Figure 1. Clock network drawn from the DEF.
Scale bar: 20 um.
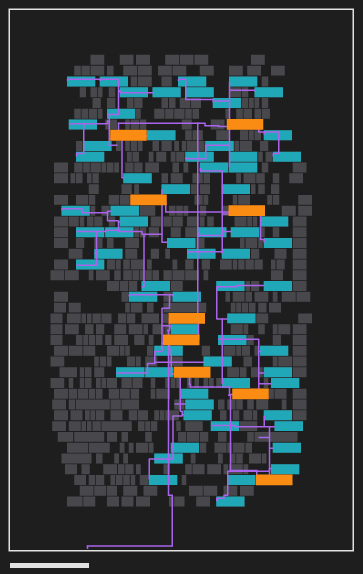
Figure 2. Signal wires on met4.
Supply wires on this layer in gray.
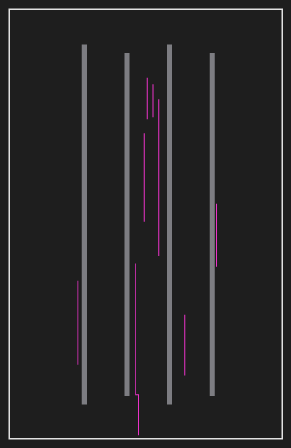
Figure 3. Clock routing.
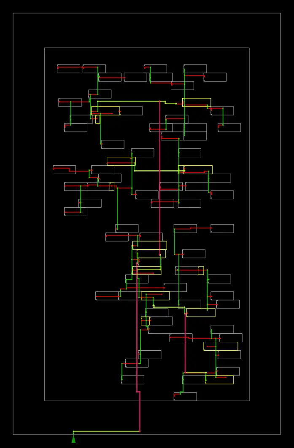
Design multi_cycle_controller_flat, sky130hd; sources not shown.
==> impl_metrics.ini <==
; implementation run metrics
[finish]
buffers = 112
sh_comb_area = 0.421
final_cell_mix = clkdlybuf4s50_1, dfxtp_1, nor2_1
syn_to_final_growth_pct = 40.2
seq_area_um2 = 1340
comb.multi_input.count = 337

[synthesis]
ys_sh_aoi = 0.164
common_cells = dfxtp_1, nor2_1, nand2_1
synthesis.instances = 433
adder_share = 0.00719
ff_type = dfxtp_1
ys_cells = 433
synth_xor_xnor_area_share = 0.0730
synth_chip_area_um2 = 3480

[placed_design]
place_ws_ns = -0.542

[global_routing]
top_usage_layer = met2

[clock_network]
path_clk_slew_ns = 0.05

[die]
dieHeight_um = 136
core_area_um2 = 7570

[worst_hold_path]
hold-path-cell-count = 1

[final_timing]
period_needed_ns = 4.33
worst_pin_slew_ns = 0.851
max_freq_mhz = 231

[setup_path]
cp_slowest_cell = clkdlybuf4s50_1

[status]
outcome = finished clean

[routing]
dr.pass1.iters = 7
About Figure 1:
Key: purple = clock wires [length 825 um]; cyan = flip-flops [count 67]; orange = clock-net drivers [count 9]
There are 10 routed clock nets.
clk pwr: 0.000741 W
Clock Skews: 0.00556 ns
Latency at later pin: 0.33 ns

About Figure 2:
The layer holds 2.2% of the routed length. The wires run mostly vertical. The longest straight run is 49.6 um. The layer carries 221 um of wire. 7 nets have wire on it.
Routed WL: 10200 um
total number of vias: 3604

About Figure 3:
CTS Buf Count: 9
Flops: 67

No activity file was given, so power comes from the tool's default toggle rates.
